$ cat src/rtl/redundancy_pair_scheduler.sv
// rtl/redundancy_pair_scheduler.sv - sequences redundant weight-index pairs through the distance calculator
//
// Latches the layer shape (OW, FW, S) on an accepted start, takes (idx1, idx2)
// pairs on a valid/ready stream and holds each one in a stage register that
// drives the external combinational distance calculator. Valid results are
// presented on an output valid/ready stream; invalid ones are dropped.
//
// Ports:
//   clk, reset_n                  clock, asynchronous active-low reset
//   start, cfg_ow/fw/st           layer start pulse and shape configuration
//   busy, done, cfg_err           layer status (done/cfg_err are one-cycle pulses)
//   pair_valid/ready/idx1/idx2/last  input pair stream
//   calc_idx1/idx2/ow/fw/st       operands to the distance calculator
//   calc_valid, calc_dr           calculator result
//   out_valid/ready/idx1/idx2/dr  output distance stream
//   pair_cnt, drop_cnt            per-layer accepted / dropped pair counters
//
// Optional feature macro: RC_DROP_CNT_EN
//   defined   : drop_cnt counts dropped pairs
//   undefined : drop counter omitted, drop_cnt tied to 0

module redundancy_pair_scheduler #(
    parameter int WORD_WIDTH = 8,
    parameter int DIST_WIDTH = 7,
    parameter int CNT_WIDTH  = 16
) (
    input  logic                  clk,
    input  logic                  reset_n,
    input  logic                  start,
    input  logic [WORD_WIDTH-1:0] cfg_ow,
    input  logic [WORD_WIDTH-1:0] cfg_fw,
    input  logic [WORD_WIDTH-1:0] cfg_st,
    output logic                  busy,
    output logic                  done,
    output logic                  cfg_err,
    input  logic                  pair_valid,
    output logic                  pair_ready,
    input  logic [WORD_WIDTH-1:0] pair_idx1,
    input  logic [WORD_WIDTH-1:0] pair_idx2,
    input  logic                  pair_last,
    output logic [WORD_WIDTH-1:0] calc_idx1,
    output logic [WORD_WIDTH-1:0] calc_idx2,
    output logic [WORD_WIDTH-1:0] calc_ow,
    output logic [WORD_WIDTH-1:0] calc_fw,
    output logic [WORD_WIDTH-1:0] calc_st,
    input  logic                  calc_valid,
    input  logic [DIST_WIDTH-1:0] calc_dr,
    output logic                  out_valid,
    input  logic                  out_ready,
    output logic [WORD_WIDTH-1:0] out_idx1,
    output logic [WORD_WIDTH-1:0] out_idx2,
    output logic [DIST_WIDTH-1:0] out_dr,
    output logic [CNT_WIDTH-1:0]  pair_cnt,
    output logic [CNT_WIDTH-1:0]  drop_cnt
);

    localparam logic [1:0] ST_IDLE  = 2'd0;
    localparam logic [1:0] ST_RUN   = 2'd1;
    localparam logic [1:0] ST_FLUSH = 2'd2;

    localparam logic [CNT_WIDTH-1:0] CNT_MAX = {CNT_WIDTH{1'b1}};

    logic [1:0]            state;
    logic [WORD_WIDTH-1:0] cfg_ow_q, cfg_fw_q, cfg_st_q;
    logic [WORD_WIDTH-1:0] s1_idx1, s1_idx2;
    logic                  s1_last;
    logic                  s1_v;

    logic cfg_ok, start_ok, advance, accept, load_out, layer_empty;

    assign cfg_ok      = (cfg_fw != '0) && (cfg_st != '0) && (cfg_ow >= cfg_fw);
    assign start_ok    = (state == ST_IDLE) && start && cfg_ok;
    assign advance     = s1_v && (!out_valid || out_ready);
    assign pair_ready  = (state == ST_RUN) && (!s1_v || advance);
    assign accept      = pair_valid && pair_ready;
    // Only a strictly ordered pair with a valid calculator result is kept;
    // idx2 <= idx1 is rejected even if the calculator claims validity.
    assign load_out    = advance && calc_valid && (s1_idx2 > s1_idx1);
    assign layer_empty = !s1_v && !out_valid;
    assign busy        = (state != ST_IDLE);

    // Calculator operands come only from registers, never from pair_*.
    assign calc_idx1 = s1_idx1;
    assign calc_idx2 = s1_idx2;
    assign calc_ow   = cfg_ow_q;
    assign calc_fw   = cfg_fw_q;
    assign calc_st   = cfg_st_q;

    always_ff @(posedge clk or negedge reset_n) begin
        if (!reset_n) begin
            state    <= ST_IDLE;
            cfg_ow_q <= '0;
            cfg_fw_q <= '0;
            cfg_st_q <= '0;
            done     <= 1'b0;
            cfg_err  <= 1'b0;
        end else begin
            done    <= (state == ST_FLUSH) && layer_empty;
            cfg_err <= (state == ST_IDLE) && start && !cfg_ok;
            case (state)
                ST_IDLE: begin
                    if (start_ok) begin
                        cfg_ow_q <= cfg_ow;
                        cfg_fw_q <= cfg_fw;
                        cfg_st_q <= cfg_st;
                        state    <= ST_RUN;
                    end
                end
                ST_RUN: begin
                    if (accept && pair_last) state <= ST_FLUSH;
                end
                ST_FLUSH: begin
                    if (layer_empty) state <= ST_IDLE;
                end
                default: state <= ST_IDLE;
            endcase
        end
    end

    always_ff @(posedge clk or negedge reset_n) begin
        if (!reset_n) begin
            s1_idx1 <= '0;
            s1_idx2 <= '0;
            s1_last <= 1'b0;
            s1_v    <= 1'b0;
        end else if (accept) begin
            s1_idx1 <= pair_idx1;
            s1_idx2 <= pair_idx2;
            s1_last <= pair_last;
            s1_v    <= 1'b1;
        end else if (advance) begin
            s1_v    <= 1'b0;
        end
    end

    always_ff @(posedge clk or negedge reset_n) begin
        if (!reset_n) begin
            out_valid <= 1'b0;
            out_idx1  <= '0;
            out_idx2  <= '0;
            out_dr    <= '0;
        end else if (load_out) begin
            out_valid <= 1'b1;
            out_idx1  <= s1_idx1;
            out_idx2  <= s1_idx2;
            out_dr    <= calc_dr;
        end else if (out_ready) begin
            out_valid <= 1'b0;
        end
    end

    always_ff @(posedge clk or negedge reset_n) begin
        if (!reset_n) begin
            pair_cnt <= '0;
        end else if (start_ok) begin
            pair_cnt <= '0;
        end else if (accept && (pair_cnt != CNT_MAX)) begin
            pair_cnt <= pair_cnt + 1'b1;
        end
    end

`ifdef RC_DROP_CNT_EN
    logic drop;
    assign drop = advance && !load_out;

    always_ff @(posedge clk or negedge reset_n) begin
        if (!reset_n) begin
            drop_cnt <= '0;
        end else if (start_ok) begin
            drop_cnt <= '0;
        end else if (drop && (drop_cnt != CNT_MAX)) begin
            drop_cnt <= drop_cnt + 1'b1;
        end
    end
`else
    assign drop_cnt = '0;
`endif

    // s1_last is kept with the pair for observability; layer end is tracked
    // by the FSM at acceptance time.
    logic unused_s1_last;
    assign unused_s1_last = s1_last;

endmodule

$ cat config.mk
export PLATFORM = sky130hd
export DESIGN_NAME = redundancy_pair_scheduler
export DESIGN_NICKNAME = d
export VERILOG_FILES = /design/src/rtl/redundancy_pair_scheduler.sv
export SDC_FILE = /design/constraint.sdc
export NUM_CORES = 1
export LEC_CHECK = 0
export CAP_MARGIN = 30
export CORE_ASPECT_RATIO = 1.25
export CORE_MARGIN = 2
export CORE_UTILIZATION = 44
export CTS_CLUSTER_DIAMETER = 100
export CTS_CLUSTER_SIZE = 40
export DETAILED_ROUTE_END_ITERATION = 12
export MAX_ROUTING_LAYER = met4
export PLACE_DENSITY = 0.92
export REMOVE_ABC_BUFFERS = 1
export SLEW_MARGIN = 20
export SYNTH_ARGS = -nofsm -noshare
export SYNTH_HDL_FRONTEND = slang
export SYNTH_SLANG_ARGS = --single-unit
$ cat constraint.sdc
create_clock -name clk -period 2.9 [get_ports clk]
set_clock_uncertainty 0.2 [all_clocks]
set_input_delay 0.58 -clock clk [delete_from_list [all_inputs] [get_ports clk]]
set_output_delay 0.58 -clock clk [all_outputs]
set_load 0.005 [all_outputs]
run_1/congestion.png
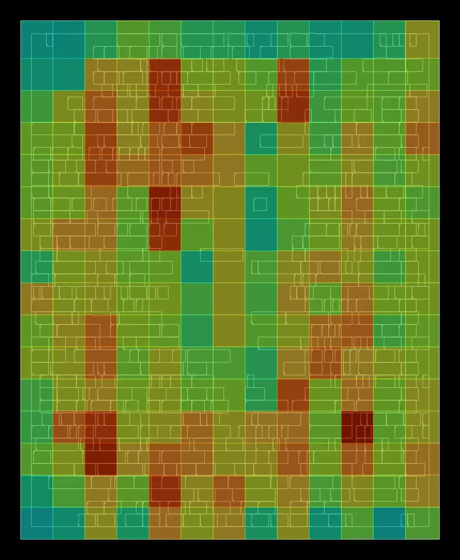
routed wire length per instance: 15.88 µm
Overall Global Routing Usage: 0.2197
met3 track utilization from global routing: 0.05954
met1 Track Usage GR: 0.2426

run_1/wires.png
Only two layers are drawn.
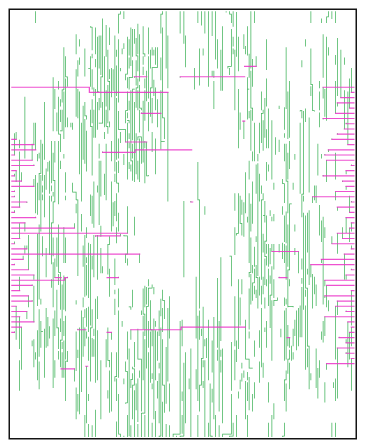
metal 2 -> green  # wire length 5350 µm
metal 3 -> magenta  # wire length 574 µm

==> flow.log, run 1 <==
[flow] final metrics
[metrics] Layout Nets: 574
[metrics] Top Usage Layer GRT: met2
[metrics] timing-limited maximum frequency: 355.5 MHz
[metrics] required time at the worst-slack endpoint: 2.91 ns
[metrics] simple-gate area share of the yosys netlist: 0.1397
[metrics] Biggest consumer: combinational cells
[metrics] combinational cell area excluding buffers and inverters: 1759 µm²
[metrics] TritonCTS clock tree: yes
[metrics] final cell count without fillers: 629
[metrics] vias in the first global route: 3487
[metrics] met1 layer wirelength in the final routing: 3.949 mm
[metrics] adder and majority cell fraction of the synthesized area: 0.05220
[metrics] largest family of logic cells by area: simple AND/OR/NAND/NOR gates
[metrics] post-route setup slack: 0.08693 ns
[metrics] Non-clk invs: 24
[metrics] reg2reg setup slack: 0.47 ns
[metrics] routed length on met3: 573 µm
[metrics] worst hold-check slack: 0.03992 ns
[metrics] Final Critical Period: 2.813 ns
[metrics] worst flop-to-flop path endpoint: out_idx2[1]$_DFFE_PN0P_
[metrics] most numerous cell types in the synthesized netlist: dfrtp_1 (85), nand2_1 (43), mux2_2 (28)
[metrics] routability-driven placement congestion ratio: 0.8429
[metrics] Top area cell types: dfrtp_1 (52%), mux2_2 (7.7%), mux2_1 (5.5%)
[metrics] cell area after synthesis: 4075 µm²
[metrics] overall die area: 10050 µm²
[metrics] critical-path cell list: clkdlybuf4s50_1 -> inv_1 -> ha_1 -> a21o_1 -> a21oi_1 -> o211ai_1 -> nand4_4 -> buf_12 -> mux2_1
[metrics] sequential share of power: 0.381
[metrics] kind of end point of the critical path: flip-flop
[metrics] hold_buf cts: 0
[metrics] multi-input logic portion of the cell area: 0.2956
[metrics] top cell type's share of synthesized area: 0.5220
[metrics] 1st-iter DRT viols: 75
[metrics] number of max-cap violations: 0
[metrics] root cell of the clock tree: clkbuf_16
[metrics] most numerous logic cell after layout: clkdlybuf4s50_1
[metrics] fraction of power consumed by combinational cells: 0.408
[metrics] Setup crit end: calc_st[3]$_DFFE_PN0P_
[metrics] total clock buffers created by CTS: 9
[metrics] average footprint of a synthesized cell: 11.61 µm²
[metrics] Clock buffers and inverters, area share: 0.04731
[metrics] status: finished, final reports clean
[metrics] number of hold violations in the final report: 0
[metrics] count of cell types in the netlist: 49
[metrics] chip width: 90.08 µm
[metrics] antenna diode count: 0
[metrics] share of the clock period used by the worst path after layout: 0.9700
[metrics] cell count listed in synth_stat.txt: 351
[metrics] critical path depth: 9
[metrics] number of pins with negative max-slew slack in the final report: 0
[metrics] flip-flops: 85
[metrics] number of logged tool warnings: 25
[metrics] fraction of final layout cells sized beyond drive strength 1: 0.1364
[metrics] comb pwr: 0.00214 W
[metrics] Setup-failing EPs final: 0
[metrics] fraction of synthesis flops using an asynchronous set or reset pin: 1.000
[metrics] yosys xor share: 0.02579
[metrics] transition at the pin with the smallest max-transition slack: 0.7045 ns
[metrics] CTS Sinks: 85
[metrics] static leakage: 2.730 nW
[metrics] Final non-clock buffer share: 0.2586
[metrics] crit start category: primary input
[metrics] Fin Setup TNS: 0 ns
[metrics] DR DRC count: 0
[metrics] synthesized flop and latch total: 85
[metrics] switching component of the power: 0.001547 W
[metrics] proportion of power drawn by the clock network: 0.211
[metrics] number of placement rows: 39
[metrics] Layout fillers: 701
[metrics] Yosys Chip Area: 4075 µm²
[metrics] switching part of the total power: 0.2949
[metrics] Pwr Total: 0.005248 W
[metrics] Synth Flop Type: dfrtp_1
[metrics] count of placed standard cells including taps: 613
[metrics] number of buffers added for setup after CTS: 0
[metrics] CP peak stage delay: 0.49 ns
[metrics] Max Root-Sink Buffers: 2
[metrics] internal power consumption: 0.003701 W
[metrics] # IOs: 154
[metrics] wire length of the first global-routing pass: 17.09 mm
[metrics] VDD IR-drop max: 0.0004733 V
[metrics] remaining antenna violation count after routing: 0
[metrics] initial antenna violation count: 0
[metrics] Setup WS pre-CTS: -0.2597 ns
[metrics] critical register-to-register path startpoint: calc_idx1[1]$_DFFE_PN0P_
[metrics] Area growth syn-to-layout: 46.02%
[metrics] biggest fanout along the worst timing path: 14
[metrics] buffers added on ports: 137
[metrics] largest cell class by area: sequential cells
[metrics] post-place instance area: 5637 µm²
[metrics] HP Class: in -> async
[metrics] sum of overflow across all layers after global routing: 0
[metrics] Layout Cell Area excl Fill: 5951 µm²
[metrics] met2 WL post-DR: 5.354 mm
[metrics] most used cells in the layout excluding fill and tap cells: clkdlybuf4s50_1 (136), dfrtp_1 (85), nand2_1 (43)
[metrics] # resized after CTS: 0
[metrics] sequential-to-total area share from yosys stat: 0.5220
[metrics] critical path start-end classification: in -> reg
[metrics] 1st-pass router iterations: 4
[metrics] multi-input logic cell count: 230
[metrics] count of H-tree levels built during CTS: 3
[metrics] largest reg by FF count: pair_cnt
[metrics] max_slew headroom: 0.5260
[metrics] CTS clock-pin slew for the worst setup and hold paths: 0.06 ns
[metrics] buffers plus inverters on the worst setup path: 3
[metrics] fraction of synthesized area in multiplexers: 0.1326
[metrics] number of signal-net buffers in the layout: 153
[metrics] most used standard cell by instance count after synthesis: dfrtp_1
[metrics] cell type of the slowest stage on the worst timing path: clkdlybuf4s50_1
[metrics] length in cells of the worst reg-to-reg path: 8
[metrics] number of enable-type register cells in the synthesized netlist: 0
[metrics] Final HPWL DP: 7.475 mm
run_1/layer_met1.png
The bar under the picture is 20 µm long. Supply wires on this layer in grey.
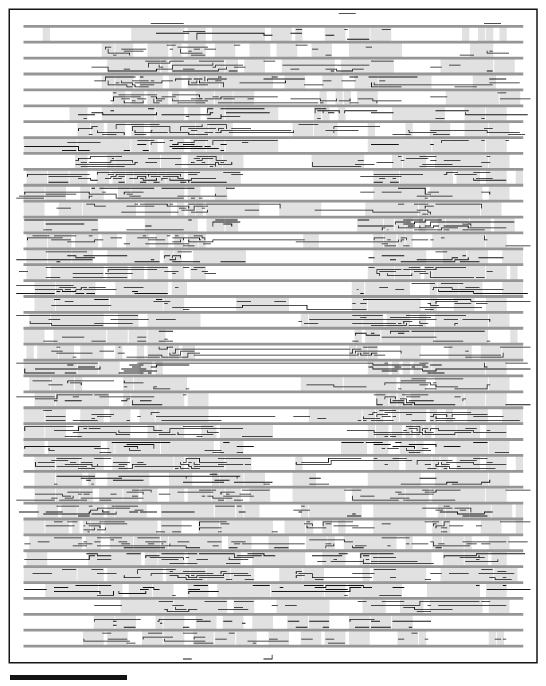
longest straight run = 40.2 µm
wire length on this layer = 3950 µm
nets with wire on the layer = 488
main direction = horizontal
wire length reported by the detailed router: 9.987 mm
total number of vias: 3187

run_1/flops_by_reg.png
The bar under the picture is 20 µm long.
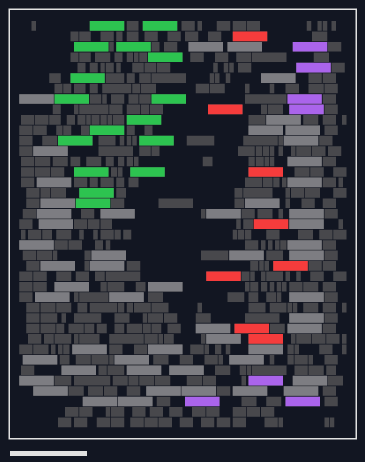
calc_idx2 -> red  # flops 8
out_dr -> purple  # flops 7
pair_cnt -> green  # flops 16, where top left
Storage cell area: 2127 µm²
flip-flop and latch share of the layout cell area: 0.3574
Final Util: 0.6556
power of the sequential group: 0.00200 W

run_1/io_fan.png
The bar under the picture is 20 µm long.
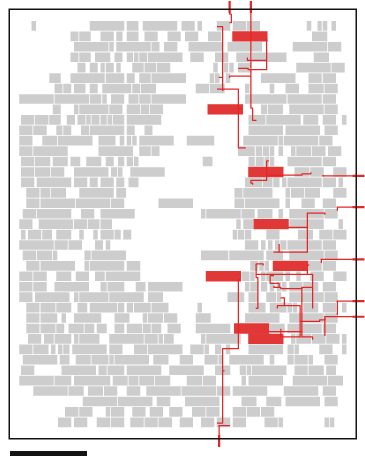

==> run 1 -> run 2 <==
--- a/config.mk
+++ b/config.mk
@@ -6,14 +6,16 @@
 export NUM_CORES = 1
 export LEC_CHECK = 0
 export CAP_MARGIN = 30
+export CELL_PAD_IN_SITES_DETAIL_PLACEMENT = 1
+export CELL_PAD_IN_SITES_GLOBAL_PLACEMENT = 1
 export CORE_ASPECT_RATIO = 1.25
 export CORE_MARGIN = 2
-export CORE_UTILIZATION = 44
+export CORE_UTILIZATION = 34
 export CTS_CLUSTER_DIAMETER = 100
 export CTS_CLUSTER_SIZE = 40
 export DETAILED_ROUTE_END_ITERATION = 12
 export MAX_ROUTING_LAYER = met4
-export PLACE_DENSITY = 0.92
+export PLACE_DENSITY = 0.93
 export REMOVE_ABC_BUFFERS = 1
 export SLEW_MARGIN = 20
 export SYNTH_ARGS = -nofsm -noshare
run_2/io_fan.png
The bar under the picture is 20 µm long.
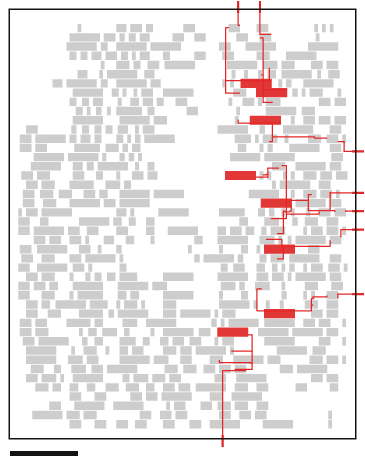
calc_idx2 -> red  # bits 8, direction output, end cells 8, buffers 8, wire 354 µm
buffers added on ports: 137
# IOs: 154

run_2/wires.png
Only two layers are drawn.
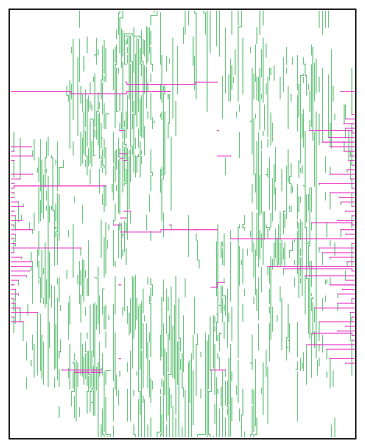
metal 2 -> green  # wire length 6320 µm
metal 3 -> magenta  # wire length 641 µm

run_2/layer_met1.png
The bar under the picture is 20 µm long. Supply wires on this layer in grey.
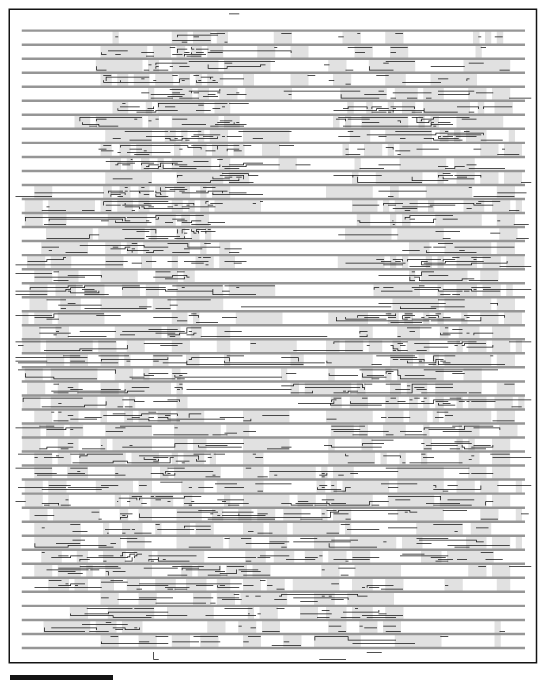
longest straight run = 37.0 µm
wire length on this layer = 4580 µm

==> flow.log, run 2 <==
[flow] final metrics
[metrics] status: finished, final reports clean
[metrics] number of buffers added for setup after CTS: 0
[metrics] critical path start-end classification: in -> reg
[metrics] Yosys warning count: 0
[metrics] flip-flop and latch share of the layout cell area: 0.3548
[metrics] power of the sequential group: 0.00201 W
[metrics] total number of vias: 3232
[metrics] largest cell class by area: sequential cells
[metrics] Setup-failing EPs final: 0
[metrics] chip width: 101.9 µm
[metrics] antenna diode count: 0
[metrics] fraction of synthesized area in multiplexers: 0.1326
[metrics] Top area cell types: dfrtp_1 (52%), mux2_2 (7.7%), mux2_1 (5.5%)
[metrics] multi-input logic cell count: 230
[metrics] most numerous cell types in the synthesized netlist: dfrtp_1 (85), nand2_1 (43), mux2_2 (28)
[metrics] number of logged tool warnings: 25
[metrics] worst hold-check slack: 0.07879 ns
[metrics] wire length of the first global-routing pass: 18.91 mm
[metrics] yosys xor share: 0.02579
[metrics] Final HPWL DP: 9.043 mm
[metrics] most used standard cell by instance count after synthesis: dfrtp_1
[metrics] number of signal-net buffers in the layout: 156
[metrics] critical register-to-register path startpoint: calc_idx1[3]$_DFFE_PN0P_
[metrics] most used cells in the layout excluding fill and tap cells: clkdlybuf4s50_1 (136), dfrtp_1 (85), nand2_1 (43)
[metrics] met3 track utilization from global routing: 0.03636
[metrics] multi-input logic portion of the cell area: 0.2915
[metrics] Storage cell area: 2127 µm²
[metrics] post-place instance area: 5709 µm²
[metrics] routed length on met3: 641 µm
[metrics] internal power consumption: 0.003652 W
[metrics] Biggest consumer: combinational cells
[metrics] Layout fillers: 1270
[metrics] fraction of power consumed by combinational cells: 0.413
[metrics] CTS Sinks: 85
[metrics] number of pins with negative max-slew slack in the final report: 0
[metrics] count of H-tree levels built during CTS: 3
[metrics] length in cells of the worst reg-to-reg path: 8
[metrics] most numerous logic cell after layout: clkdlybuf4s50_1
[metrics] Yosys Chip Area: 4075 µm²
[metrics] largest family of logic cells by area: simple AND/OR/NAND/NOR gates
[metrics] Area growth syn-to-layout: 47.13%
[metrics] Pwr Total: 0.005300 W
[metrics] number of hold violations in the final report: 0
[metrics] vias in the first global route: 3678
[metrics] top cell type's share of synthesized area: 0.5220
[metrics] biggest fanout along the worst timing path: 12
[metrics] remaining antenna violation count after routing: 0
[metrics] met1 Track Usage GR: 0.2220
[metrics] post-route setup slack: 0.1268 ns
[metrics] Overall Global Routing Usage: 0.1948
[metrics] final cell count without fillers: 672
[metrics] hold_buf cts: 0
[metrics] switching component of the power: 0.001648 W
[metrics] 1st-pass router iterations: 4
[metrics] Max Root-Sink Buffers: 2
[metrics] # resized after CTS: 1
[metrics] buffers plus inverters on the worst setup path: 3
[metrics] timing-limited maximum frequency: 360.6 MHz
[metrics] HP Class: in -> async
[metrics] proportion of power drawn by the clock network: 0.207
[metrics] cell count listed in synth_stat.txt: 351
[metrics] TritonCTS clock tree: yes
[metrics] number of enable-type register cells in the synthesized netlist: 0
[metrics] average footprint of a synthesized cell: 11.61 µm²
[metrics] combinational cell area excluding buffers and inverters: 1748 µm²
[metrics] flip-flops: 85
[metrics] largest reg by FF count: pair_cnt
[metrics] Non-clk invs: 24
[metrics] met1 layer wirelength in the final routing: 4.582 mm
[metrics] count of placed standard cells including taps: 656
[metrics] sum of overflow across all layers after global routing: 0
[metrics] Clock buffers and inverters, area share: 0.04674
[metrics] Synth Flop Type: dfrtp_1
[metrics] cell type of the slowest stage on the worst timing path: clkdlybuf4s50_1
[metrics] fraction of final layout cells sized beyond drive strength 1: 0.1448
[metrics] switching part of the total power: 0.3110
[metrics] required time at the worst-slack endpoint: 2.92 ns
[metrics] kind of end point of the critical path: flip-flop
[metrics] static leakage: 2.735 nW
[metrics] wire length reported by the detailed router: 11.75 mm
[metrics] simple-gate area share of the yosys netlist: 0.1397
[metrics] Final non-clock buffer share: 0.2583
[metrics] synthesized flop and latch total: 85
[metrics] routed wire length per instance: 17.48 µm
[metrics] Fin Setup TNS: 0 ns
[metrics] Final Critical Period: 2.773 ns
[metrics] total clock buffers created by CTS: 9
[metrics] root cell of the clock tree: clkbuf_16
[metrics] CP peak stage delay: 0.50 ns
[metrics] reg2reg setup slack: 0.51 ns
[metrics] max_slew headroom: 0.4982
[metrics] transition at the pin with the smallest max-transition slack: 0.7508 ns
[metrics] Layout Nets: 577
[metrics] cell area after synthesis: 4075 µm²
[metrics] comb pwr: 0.00219 W
[metrics] DR DRC count: 0
[metrics] number of placement rows: 44
[metrics] sequential-to-total area share from yosys stat: 0.5220
[metrics] Top Usage Layer GRT: met2
[metrics] worst flop-to-flop path endpoint: out_idx2[4]$_DFFE_PN0P_
[metrics] met2 WL post-DR: 6.320 mm
[metrics] Final Util: 0.5137
[metrics] count of cell types in the netlist: 49
[metrics] critical-path cell list: clkdlybuf4s50_1 -> inv_1 -> ha_1 -> a21o_1 -> a21oi_1 -> a221oi_2 -> nand4_4 -> buf_12 -> mux2_1
[metrics] CTS clock-pin slew for the worst setup and hold paths: 0.06 ns
[metrics] adder and majority cell fraction of the synthesized area: 0.05220
[metrics] Setup crit end: calc_fw[0]$_DFFE_PN0P_
[metrics] overall die area: 12880 µm²
Power figures rest on the tool's default switching activity, not on a simulated workload.
